$ cat config.mk
export PLATFORM = sky130hd
export DESIGN_NAME = regfile_seq_flat
export DESIGN_NICKNAME = d
export VERILOG_FILES = /design/src/rtl/regfile_seq_if.sv /design/src/rtl/regfile_seq.sv /design/src/flat_wrapper.sv
export SDC_FILE = /design/constraint.sdc
export NUM_CORES = 1
export LEC_CHECK = 0
export CELL_PAD_IN_SITES_DETAIL_PLACEMENT = 1
export CELL_PAD_IN_SITES_GLOBAL_PLACEMENT = 1
export CORE_UTILIZATION = 38
export DETAILED_ROUTE_END_ITERATION = 16
export PLACE_DENSITY = 0.82
export SETUP_SLACK_MARGIN = 0.5
export SLEW_MARGIN = 20
export SYNTH_ARGS = -nofsm -noshare
export SYNTH_HDL_FRONTEND = slang
export SYNTH_SLANG_ARGS = --single-unit
$ cat constraint.sdc
create_clock -name clk -period 2.4 [get_ports clk]
set_clock_uncertainty 0.05 [all_clocks]
set_input_delay 0.36 -clock clk [delete_from_list [all_inputs] [get_ports clk]]
set_output_delay 0.36 -clock clk [all_outputs]
set_load 0.05 [all_outputs]
$ cat src/rtl/regfile_seq_if.sv
// Request handshake plus register-array/ALU control bus for the register-file sequencer.
// master = instruction decoder / ALU side, slave = the sequencer itself.
interface regfile_seq_if #(
    parameter int NREGS = 8,
    parameter int AW    = 3
);
    logic             req_valid;
    logic             req_ready;
    logic [AW-1:0]    req_rs;
    logic [AW-1:0]    req_rt;
    logic [AW-1:0]    req_rd;
    logic             req_wb;
    logic [NREGS-1:0] selA;
    logic [NREGS-1:0] selB;
    logic [NREGS-1:0] en;
    logic             alu_start;
    logic             alu_done;
    logic             done;
    logic             err;
    logic             busy;

    modport master (
        output req_valid, req_rs, req_rt, req_rd, req_wb, alu_done,
        input  req_ready, selA, selB, en, alu_start, done, err, busy
    );

    modport slave (
        input  req_valid, req_rs, req_rt, req_rd, req_wb, alu_done,
        output req_ready, selA, selB, en, alu_start, done, err, busy
    );
endinterface

$ cat src/rtl/regfile_seq.sv
// Register-file sequencer: one rs/rt/rd transfer at a time, READ -> EXEC (wait ALU) -> WRITE.
// Every output is a flop decoded from the next state and next latched fields.
module regfile_seq #(
    parameter int NREGS    = 8,
    parameter int AW       = 3,
    parameter int TIMEOUT  = 15,
    parameter int ZERO_REG = 1
) (
    input  logic         clk,
    input  logic         rst,
    regfile_seq_if.slave bus
);
    typedef enum logic [1:0] {IDLE, READ, EXEC, WRITE} state_t;

    localparam logic [7:0] CNT_LAST = 8'(TIMEOUT - 1);

    state_t           state_reg, state_next;
    logic [AW-1:0]    rs_reg, rs_next;
    logic [AW-1:0]    rt_reg, rt_next;
    logic [AW-1:0]    rd_reg, rd_next;
    logic             wb_reg, wb_next;
    logic [7:0]       cnt_reg, cnt_next;
    logic             timeout_hit;

    logic             ready_reg, ready_next;
    logic             busy_reg, busy_next;
    logic             start_reg, start_next;
    logic             done_reg, done_next;
    logic             err_reg, err_next;
    logic [NREGS-1:0] sela_reg, sela_next;
    logic [NREGS-1:0] selb_reg, selb_next;
    logic [NREGS-1:0] en_reg, en_next;

    logic [NREGS-1:0] rs_oh, rt_oh, rd_oh;
    logic             wr_block;

    // Addresses at or beyond NREGS match no bit and decode to all zeros.
    genvar gi;
    generate
        for (gi = 0; gi < NREGS; gi++) begin : g_dec
            assign rs_oh[gi] = (rs_next == AW'(gi));
            assign rt_oh[gi] = (rt_next == AW'(gi));
            assign rd_oh[gi] = (rd_next == AW'(gi));
        end
    endgenerate

    assign wr_block = (ZERO_REG != 0) && (rd_next == '0);

    always_comb begin
        state_next  = state_reg;
        rs_next     = rs_reg;
        rt_next     = rt_reg;
        rd_next     = rd_reg;
        wb_next     = wb_reg;
        cnt_next    = cnt_reg;
        timeout_hit = 1'b0;
        case (state_reg)
            IDLE: begin
                if (bus.req_valid && ready_reg) begin
                    rs_next    = bus.req_rs;
                    rt_next    = bus.req_rt;
                    rd_next    = bus.req_rd;
                    wb_next    = bus.req_wb;
                    state_next = READ;
                end
            end
            READ: begin
                cnt_next   = '0;
                state_next = EXEC;
            end
            EXEC: begin
                // alu_done takes priority over a timeout on the same cycle
                if (bus.alu_done) begin
                    cnt_next   = '0;
                    state_next = WRITE;
                end else if (cnt_reg == CNT_LAST) begin
                    cnt_next    = '0;
                    timeout_hit = 1'b1;
                    state_next  = IDLE;
                end else begin
                    cnt_next = cnt_reg + 8'd1;
                end
            end
            WRITE:   state_next = IDLE;
            default: state_next = IDLE;
        endcase
    end

    always_comb begin
        ready_next = (state_next == IDLE);
        busy_next  = (state_next != IDLE);
        start_next = (state_next == READ);
        done_next  = (state_next == WRITE);
        err_next   = timeout_hit;
        sela_next  = '0;
        selb_next  = '0;
        en_next    = '0;
        if (state_next == READ || state_next == EXEC) begin
            sela_next = rs_oh;
            selb_next = rt_oh;
        end
        if (state_next == WRITE && wb_next && !wr_block) begin
            en_next = rd_oh;
        end
    end

    always_ff @(posedge clk) begin
        if (!rst) begin
            state_reg <= IDLE;
            rs_reg    <= '0;
            rt_reg    <= '0;
            rd_reg    <= '0;
            wb_reg    <= 1'b0;
            cnt_reg   <= '0;
            ready_reg <= 1'b1;
            busy_reg  <= 1'b0;
            start_reg <= 1'b0;
            done_reg  <= 1'b0;
            err_reg   <= 1'b0;
            sela_reg  <= '0;
            selb_reg  <= '0;
            en_reg    <= '0;
        end else begin
            state_reg <= state_next;
            rs_reg    <= rs_next;
            rt_reg    <= rt_next;
            rd_reg    <= rd_next;
            wb_reg    <= wb_next;
            cnt_reg   <= cnt_next;
            ready_reg <= ready_next;
            busy_reg  <= busy_next;
            start_reg <= start_next;
            done_reg  <= done_next;
            err_reg   <= err_next;
            sela_reg  <= sela_next;
            selb_reg  <= selb_next;
            en_reg    <= en_next;
        end
    end

    assign bus.req_ready = ready_reg;
    assign bus.busy      = busy_reg;
    assign bus.alu_start = start_reg;
    assign bus.done      = done_reg;
    assign bus.err       = err_reg;
    assign bus.selA      = sela_reg;
    assign bus.selB      = selb_reg;
    assign bus.en        = en_reg;
endmodule

$ cat src/flat_wrapper.sv
// flat-port wrapper written by rule: the top's interface ports become plain ports
module regfile_seq_flat 
#(
    parameter int NREGS    = 8,
    parameter int AW       = 3,
    parameter int TIMEOUT  = 15,
    parameter int ZERO_REG = 1
)
  (clk, rst, bus_req_valid, bus_req_rs, bus_req_rt, bus_req_rd, bus_req_wb, bus_alu_done, bus_req_ready, bus_selA, bus_selB, bus_en, bus_alu_start, bus_done, bus_err, bus_busy);
  regfile_seq_if #(.NREGS(NREGS), .AW(AW)) bus_i ();
  input  logic clk;
  input  logic rst;
  input wire logic [$bits(bus_i.req_valid)-1:0] bus_req_valid;
  input wire logic [$bits(bus_i.req_rs)-1:0] bus_req_rs;
  input wire logic [$bits(bus_i.req_rt)-1:0] bus_req_rt;
  input wire logic [$bits(bus_i.req_rd)-1:0] bus_req_rd;
  input wire logic [$bits(bus_i.req_wb)-1:0] bus_req_wb;
  input wire logic [$bits(bus_i.alu_done)-1:0] bus_alu_done;
  output wire logic [$bits(bus_i.req_ready)-1:0] bus_req_ready;
  output wire logic [$bits(bus_i.selA)-1:0] bus_selA;
  output wire logic [$bits(bus_i.selB)-1:0] bus_selB;
  output wire logic [$bits(bus_i.en)-1:0] bus_en;
  output wire logic [$bits(bus_i.alu_start)-1:0] bus_alu_start;
  output wire logic [$bits(bus_i.done)-1:0] bus_done;
  output wire logic [$bits(bus_i.err)-1:0] bus_err;
  output wire logic [$bits(bus_i.busy)-1:0] bus_busy;
  assign bus_i.req_valid = bus_req_valid;
  assign bus_i.req_rs = bus_req_rs;
  assign bus_i.req_rt = bus_req_rt;
  assign bus_i.req_rd = bus_req_rd;
  assign bus_i.req_wb = bus_req_wb;
  assign bus_i.alu_done = bus_alu_done;
  assign bus_req_ready = bus_i.req_ready;
  assign bus_selA = bus_i.selA;
  assign bus_selB = bus_i.selB;
  assign bus_en = bus_i.en;
  assign bus_alu_start = bus_i.alu_start;
  assign bus_done = bus_i.done;
  assign bus_err = bus_i.err;
  assign bus_busy = bus_i.busy;
  regfile_seq #(.NREGS(NREGS), .AW(AW), .TIMEOUT(TIMEOUT), .ZERO_REG(ZERO_REG)) u_core (.clk(clk), .rst(rst), .bus(bus_i));
endmodule
==> changes_impl.md, run 1 <==
### Implementation results

* Class of the worst hold path: flop to flop
* Core area at 0.00517 mm²
* Clock-pin slew on the worst setup and hold paths at approximately 80 ps
* Total Negative Setup Slacks at 0 ps
* Worst-margin pin slew at approximately 560 ps
* Hold buffer count at cts at 0
* Tool warnings at 34
* DRC at 0
* Initial DRC Count at 86
* CTS H-tree lvls at 2
* Final Max Tran Viols at 0
* Cell type with the largest total area: dfxtp_1
* Layout fillers at 566
* Synthesis Warnings at 0
* Worst EP arrival at ~2200 ps
* CTS tree: done
* Worst r2r path cells at 9
* Met2 usage at approximately two fifths
* Outcome: finished, final reports clean
* Synth Area per Inst at between 9 and 10 µm²
* GR Overflow Total at 0
* CP max FO at 4
* Routed Antenna Nets at 0
* Ratio of cells with drive above 1 in the final layout at a little over a quarter
* CTS max path bufs at 2
* Top cells excl fill/tap: dfxtp_1 (43), clkdlybuf4s50_1 (39), nand2_1 (24)
* Cells after Synth at between 200 and 250
* MaxCap Viol Count at 0
* First-pass GRT wire length at 8760 µm
* Normalized max-slew margin at 62.5%
* Antenna violations before repair at 0
* Port Buffers at about 42
* Leak Pwr at ~1.1 nW
* 1st-pass router iterations at 4
* Nets at between 300 and 400
* Yosys cell count at 219
* Largest net degree at the start of global routing at 15
* Count of cell types in the netlist at between 40 and 50
* Post-synth area hogs: dfxtp_1 (48%), nand2_1 (5.1%), ha_1 (4.9%), mux2i_1 (4.4%), nor2b_1 (4.2%)
* Post-synth top area share at a little under half
* Area grow syn2layout at 44.5%
* Root Driver: clkbuf_8
* Placed inst area at 0.00257 mm²
run 1: where the power goes:
group,internal [mW],leakage [nW],switching [mW]
Sequential,0.941,0.401,0.110
Clock,0.303,0.0540,0.263
Combinational,0.635,0.682,0.985
Total,1.88,1.14,1.36
run 1: routing by layer:
layer	vias to the layer above	share of wire (%)	routed length (µm)
li1	890	-	-
met1	906	43	2630
met2	36	53	3200
met3	7	2.8	172
met4	0	1.3	76
met5	-	0	0
run 1: worst max-delay path, stage by stage (launching register included):
cell      delay (ps)
dfxtp_2          330
inv_2             60
ha_4             110
nand4b_1         220
o31ai_4          270
a31o_1           210
ha_1             270
and2_4           160
o211ai_1         180
nor2_1           120
run 1: synth_stat cells, drive strengths merged:
library cell and count:
dfxtp 49, nand2 28, nor2 14, nor2b 14
nor3 13, a21oi 12, mux2i 9, ha 8
a211oi 7, inv 7, nand3 7, or3 6
nand4 5, o21ai 4, a221oi 3, buf 3
clkbuf 3, o211ai 3, xor2 3, a21boi 2
a31oi 2, and2 2, mux2 2, a311oi 1
a31o 1, and2b 1, and3 1, clkinv 1
conb 1, nand2b 1, nand4b 1, o211a 1
o21a 1, o31ai 1, or2 1, xnor2 1
run 1: metrics by stage:
stage	cells	hold WS (ps)	power, mW	util [%]	setup WS (ps)
CTS	349	434	3.02	55.3	373
global placement	331	410	2.22	49.8	134
detailed placement	331	422	2.25	49.8	126
global route	353	470	3.41	57.6	175
finish	353	430	3.24	57.6	284
floorplan	219	395	1.91	-	454
run 1: path summary, 6_finish.rpt:
| path | to | slack [ps] |
|---|---|---|
| worst max-delay path | u_core.bus.selB[1] | 280 |
| worst min-delay path | u_core.rd_reg[1] | 430 |
| worst max register to register | u_core.bus.selB[1] | 280 |
| worst min register to register | u_core.rd_reg[1] | 430 |
run 1: final cells by class:
class | count | area, µm² | share of cell area, %
Sequential cell | 49 | 988 | 33.2
Clock buffer | 5 | 68.8 | 2.31
Timing Repair Buffer | 63 | 589 | 19.8
Tap cell | 70 | 87.6 | 2.94
Inverter | 8 | 32.5 | 1.09
Clock inverter | 2 | 35.0 | 1.17
Multi-Input combinational cell | 156 | 1180 | 39.6
run 1: kinds of logic (layout without fill, tap and decap cells):
group	count (synthesis)	count (layout)	share of synthesized area [%]
buffers and inverters	14	78	3.64
DFF	49	49	47.5
and+or+nand+nor	94	94	23.7
xor gates and xnor gates	4	4	1.70
adders and majority gates	8	8	4.85
AOI/OAI and AO/OA	38	38	12.9
other	1	1	0.182
muxes	11	11	5.46
run 1: repair_timing:
| item | 4_1_cts | 5_1_grt |
|---|---|---|
| pin swaps | 20 | 4 |
| gates resized | 26 | 21 |
| setup buffers | 11 | 4 |
| setup endpoints to repair | 28 | 30 |
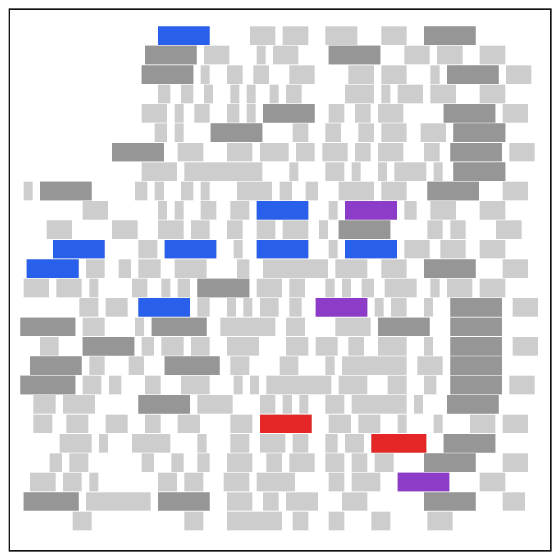
run_1/registers.png
legend:
  `u_core.rs_reg`:
    colour: purple
    placed_flops: 3
  `u_core.state_reg`:
    colour: red
    placed_flops: 2
  `u_core.bus.selB`:
    colour: blue
    placed_flops: 8
not coloured: 36

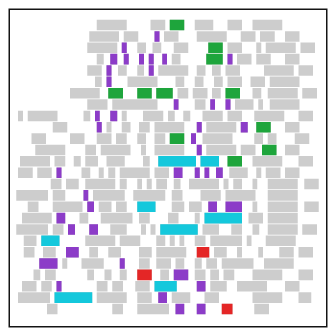
run_1/gate_families.png
legend:
  NAND gates:
    colour: purple
    cells: 42
  multiplexers:
    colour: green
    cells: 11
  AND-OR and OR-AND gates:
    colour: red
    cells: 3
  adder and majority cells:
    colour: cyan
    cells: 8
most numerous logic cell after layout: dfxtp_1
Layout Cells excl Fill: 353
logic share of the area: 39.6%

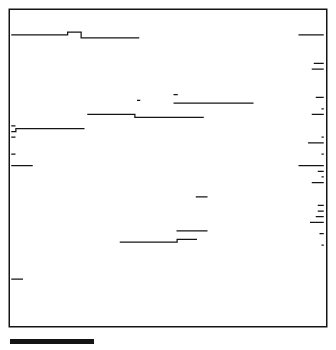
run_1/met3.png
Bar = 20 µm.
share of all routed wire: 2.8%
main direction: horizontal
nets with wire on the layer: 29

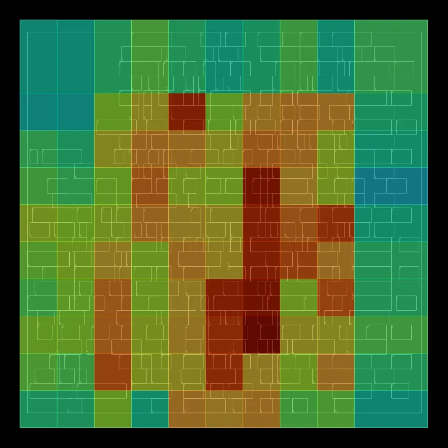
run_1/final_congestion.png
Final Core Density: 57.6%
GR Util met1: 25.0%

--- run 2 (diff from run 1) ---
--- a/config.mk
+++ b/config.mk
@@ -7,6 +7,7 @@
 export LEC_CHECK = 0
 export CELL_PAD_IN_SITES_DETAIL_PLACEMENT = 1
 export CELL_PAD_IN_SITES_GLOBAL_PLACEMENT = 1
+export CORE_MARGIN = 2
 export CORE_UTILIZATION = 38
 export DETAILED_ROUTE_END_ITERATION = 16
 export PLACE_DENSITY = 0.82
@@ -15,3 +16,4 @@
 export SYNTH_ARGS = -nofsm -noshare
 export SYNTH_HDL_FRONTEND = slang
 export SYNTH_SLANG_ARGS = --single-unit
+export TNS_END_PERCENT = 30
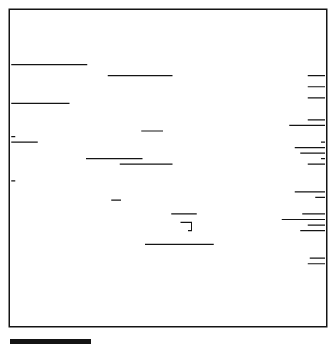
run_2/met3.png
Bar = 20 µm.
wire length on this layer: 201 µm
main direction: horizontal

==> run 2 against run 1 <==
Effect of this change:
- count of clock-buffer cells in the layout up 1
- first-iteration DRC count down 30%
- sequential power about the same
- fmax up 1.2%
- power down 10%
- synthesized area unchanged
- setup slack better by 25 ps
- largest power group unchanged
- synthesized cell count unchanged
- highest routed layer unchanged
- die area up 5.4%
- combinational power down 16%
- design area down 4.6%
- flip-flop count unchanged
- critical path type unchanged
==> changes_impl.md, run 2 <==
### Implementation results

* Synth Area per Inst at ~9.4 µm²
* Largest net degree at the start of global routing at 16
* Port Buffers at roughly 42
* Initial DRC Count at 60
* Outcome: finished, final reports clean
* Final Power at ~2.9 mW
* Worst EP arrival at 2220 ps
* Most numerous logic cell after layout: dfxtp_1
* GR Overflow Total at 0
* Main synth FF type: dfxtp_1
* Synth Area in XOR/XNOR at 1.70%
* Worst-margin pin slew at approximately 520 ps
* Largest delay share family, worst path: simple AND/OR/NAND/NOR gates
* Simple share at 23.7%
* Root Driver: clkbuf_8
* Flip-flops with a built-in enable at 0
* Core area at roughly 0.0052 mm²
* MaxCap Viol Count at 0
* CTS tree: done
* Power share of the combinational group at ~47%
* Top cells by count: dfxtp_1 (49), nand2_1 (28), nor2_1 (14), nor2b_1 (14), a21oi_1 (12)
* Cell with the most instances after synthesis: dfxtp_1
* Top non-seq family: simple AND/OR/NAND/NOR gates
* Sequential power share at 35.7%
* Worst path bufs/invs at 0
* Top cells excl fill/tap: dfxtp_1 (43), clkdlybuf4s50_1 (41), nand2_1 (27)
* Layout fillers at roughly 580
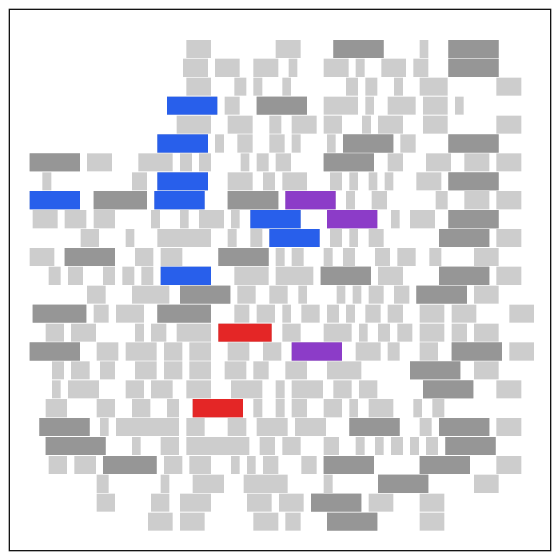
run_2/registers.png
legend:
  `u_core.rs_reg`:
    colour: purple
    placed_flops: 3
  `u_core.state_reg`:
    colour: red
    placed_flops: 2
  `u_core.bus.selB`:
    colour: blue
    placed_flops: 8
not coloured: 36
storage element area: 991 µm²
Seq area share: 34.8%
power in sequential cells: 1.04 mW
Final Core Density: 55.0%

## run 2: cell counts after synthesis
No cell type changed its count.
## run 2: path summary, 6_finish.rpt
check,depth (start not counted),slack (ps),endpoint,startpoint
worst max-delay path,7,310,u_core.bus.selB[0],u_core.cnt_reg[6]
worst min-delay path,2,430,u_core.wb_reg,u_core.wb_reg
worst max register to register,7,310,u_core.bus.selB[0],u_core.cnt_reg[6]
worst min register to register,2,430,u_core.wb_reg,u_core.wb_reg
## run 2: kinds of logic after synthesis
kind of cell / after synthesis
xor+xnor: 4
buf+inv: 14
compound gates: 38
flops: 49
other cells: 1
simple gates: 94
mux: 11
fa+ha+maj: 8
## run 2: worst min-delay path: stages, from the launching register on
cell and delay (ps):
dfxtp_1 330, nand2_1 60, a21oi_1 60
## run 2: power by group through the flow
stage | registers, mW | clock network, mW | logic, mW
final | 1.04 | 0.510 | 1.36
after detailed placement | 1.05 | 0 | 1.21
after floorplan | 1.24 | 0 | 0.666
after CTS | 1.03 | 0.525 | 1.33
after global routing | 1.06 | 0.566 | 1.49
after global placement | 1.05 | 0 | 1.17
## run 2: layout make-up
class	instances	share of cell area (%)
Inverter	8	1.06
Clock buffer	6	2.90
Tap cell	70	3.08
Clock inverter	2	0.484
Sequential cell	49	34.8
Timing Repair Buffer	59	19.4
Multi-Input combinational cell	156	38.3
## run 2: metrics by stage
| step | cell area [µm²] | setup WS [ps] |
|---|---|---|
| after floorplan | 2070 | 454 |
| after global placement | 2580 | 188 |
| after detailed placement | 2580 | 66.4 |
| after CTS | 2800 | 331 |
| after global routing | 2840 | 228 |
| final | 2840 | 309 |
## run 2: repair_timing
action / in CTS / in global routing
setup buffers: 8 / 2
gates resized: 16 / 8
pin swaps: 13 / 4
endpoints found under the setup margin: 29 / 35
## run 2: layer usage
metal  up-vias  share of wire (%)
met5         -                  0
met4         0                1.0
met1       889                 40
li1        883                  -
met3         5                3.8
met2        35                 55
--- run 3 (diff from run 2) ---
--- a/config.mk
+++ b/config.mk
@@ -9,6 +9,7 @@
 export CELL_PAD_IN_SITES_GLOBAL_PLACEMENT = 1
 export CORE_MARGIN = 2
 export CORE_UTILIZATION = 38
+export CTS_CLUSTER_SIZE = 16
 export DETAILED_ROUTE_END_ITERATION = 16
 export PLACE_DENSITY = 0.82
 export SETUP_SLACK_MARGIN = 0.5
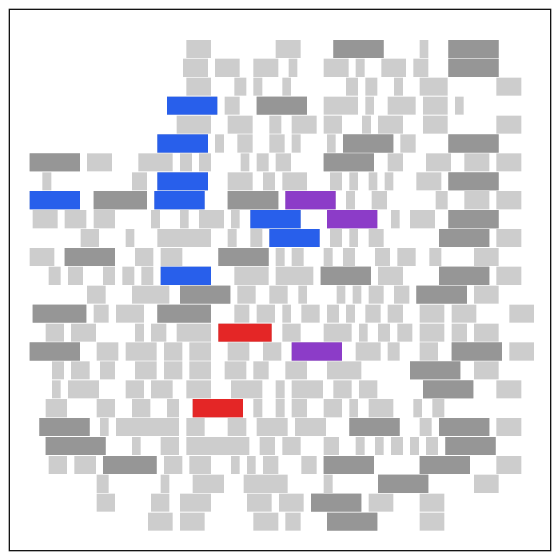
run_3/registers.png

==> run 3 against run 2 <==
Effect of this change:
- clock power is essentially flat
- sequential power is essentially flat
- fmax is the same
- cell count is the same
- critical path type unchanged
- largest power group unchanged
==> changes_impl.md, run 3 <==
### Implementation results

* Sequential power share at between 30% and 40%
* Hold Slack at 435 ps
* Slowest-stage cell, CP: or3_4
* Post-synth top area share at 47.5%
* Outcome: finished, final reports clean
* Final Max Tran Viols at 0
* CTS tree: done
* GR Overflow Total at 0
* Ratio of cells with drive above 1 in the final layout at just under 20%
* Count of cell types in the netlist at roughly 45
* Post-synthesis async set-or-reset flop share at 0%
* Sw frac at between 40% and 50%
* First-pass GRT wire length at ~9100 µm
* Tool warnings at 34
* Clock group share of total power at between 10% and 20%
* Root Driver: clkbuf_8
* Top cells by count: dfxtp_1 (49), nand2_1 (28), nor2_1 (14), nor2b_1 (14), a21oi_1 (12)
* Core area at 0.00517 mm²
* Power share of the combinational group at between 40% and 50%
* Largest net degree at the start of global routing at 16
* Clock-pin slew on the worst setup and hold paths at around 90 ps
* Total Negative Setup Slacks at 0 ps
* Main synth FF type: dfxtp_1
* Leak Pwr at approximately 1.1 nW
* Port Buffers at 42
* Routed Antenna Nets at 0
* Slowest stage delay, CP at around 410 ps
* Post-synth area hogs: dfxtp_1 (48%), nand2_1 (5.1%), ha_1 (4.9%), mux2i_1 (4.4%), nor2b_1 (4.2%)
* Worst path bufs/invs at 0
* 1st-pass router iterations at 4
* Top cells excl fill/tap: dfxtp_1 (43), clkdlybuf4s50_1 (41), nand2_1 (27)
* Cell type with the largest total area: dfxtp_1
* Cells after Synth at approximately 220
* Synthesis Warnings at 0
* Initial DRC Count at 60
* Critical-path cell list: or3_4, o31ai_4, a31o_1, ha_1, and2_4, o211ai_1, nor2_1
* Synth Area per Inst at 9.42 µm²
* Setup WS pre-CTS at 66.4 ps
* Class of the worst hold path: flop to flop
* Antenna violations before repair at 0
* Area grow syn2layout at 37.8%
* Pint at 1.70 mW
* Worst-margin pin slew at around 520 ps
* CTS max path bufs at 2
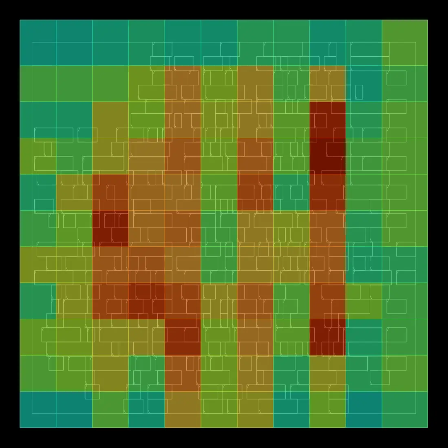
run_3/final_congestion.png
met2 usage: 34.9%
Most Crowded Layer GR: met2

-- run 3: cell counts after synthesis --
No cell type changed its count.
-- run 3: metrics by stage --
step | area [µm²] | utilization (%) | power, mW | instances
global route | 2840 | 55.0 | 3.11 | 350
detailed placement | 2580 | 49.9 | 2.26 | 332
global placement | 2580 | 49.9 | 2.22 | 332
floorplan | 2070 | - | 1.91 | 219
finish | 2840 | 55.0 | 2.91 | 350
CTS | 2800 | 54.0 | 2.89 | 348
-- run 3: worst reg2reg max path, cell delays in order (launching register included) --
cell,delay [ps]
dfxtp_2,330
or3_4,410
o31ai_4,250
a31o_1,230
ha_1,260
and2_4,150
o211ai_1,190
nor2_1,120
-- run 3: routing by layer --
layer | global-route usage, % | up-vias | wire [µm]
met1 | 20.5 | 889 | 2110
li1 | - | 883 | -
met3 | 5.23 | 5 | 201
met4 | 7.50 | 0 | 53
met2 | 34.9 | 35 | 2900
met5 | 0 | - | 0
-- run 3: area by class of cell --
type	count	area, µm²
Sequential cell	49	991
Clock buffer	6	82.6
Clock inverter	2	13.8
Fill cell	575	2330
Multi-Input combinational cell	156	1090
Inverter	8	30.0
Timing Repair Buffer	59	551
Tap cell	70	87.6
-- run 3: kinds of logic after synthesis --
| kind of cell | Yosys count | synth area share, % |
|---|---|---|
| AND/OR/NAND/NOR | 94 | 23.7 |
| adder cells (fa/ha/maj) | 8 | 4.85 |
| AND-OR/OR-AND | 38 | 12.9 |
| XOR/XNOR | 4 | 1.70 |
| flip-flops | 49 | 47.5 |
| buffers and inverters | 14 | 3.64 |
| other | 1 | 0.182 |
| multiplexers | 11 | 5.46 |
-- run 3: worst paths after layout --
check	from	to	slack [ps]	cells after the start
setup / recovery	u_core.cnt_reg[6]	u_core.bus.selB[0]	310	7
hold / removal	u_core.wb_reg	u_core.wb_reg	430	2
setup reg to reg	u_core.cnt_reg[6]	u_core.bus.selB[0]	310	7
hold reg to reg	u_core.wb_reg	u_core.wb_reg	430	2
-- run 3: what timing repair did --
| action | CTS | global route |
|---|---|---|
| resized | 16 | 8 |
| setup buffers | 8 | 2 |
| endpoints found under the setup margin | 29 | 35 |
| hold buffers | 0 | 0 |
| pin swaps | 13 | 4 |
-- run 3: power groups by stage --
| stage | Combinational, mW | Clock, mW | Sequential (mW) |
|---|---|---|---|
| final | 1.36 | 0.510 | 1.04 |
| after CTS | 1.33 | 0.525 | 1.03 |
| after global placement | 1.17 | 0 | 1.05 |
| after global routing | 1.49 | 0.566 | 1.06 |
| after floorplan | 0.666 | 0 | 1.24 |
| after detailed placement | 1.21 | 0 | 1.05 |
No activity file was given, so power comes from the tool's default toggle rates.
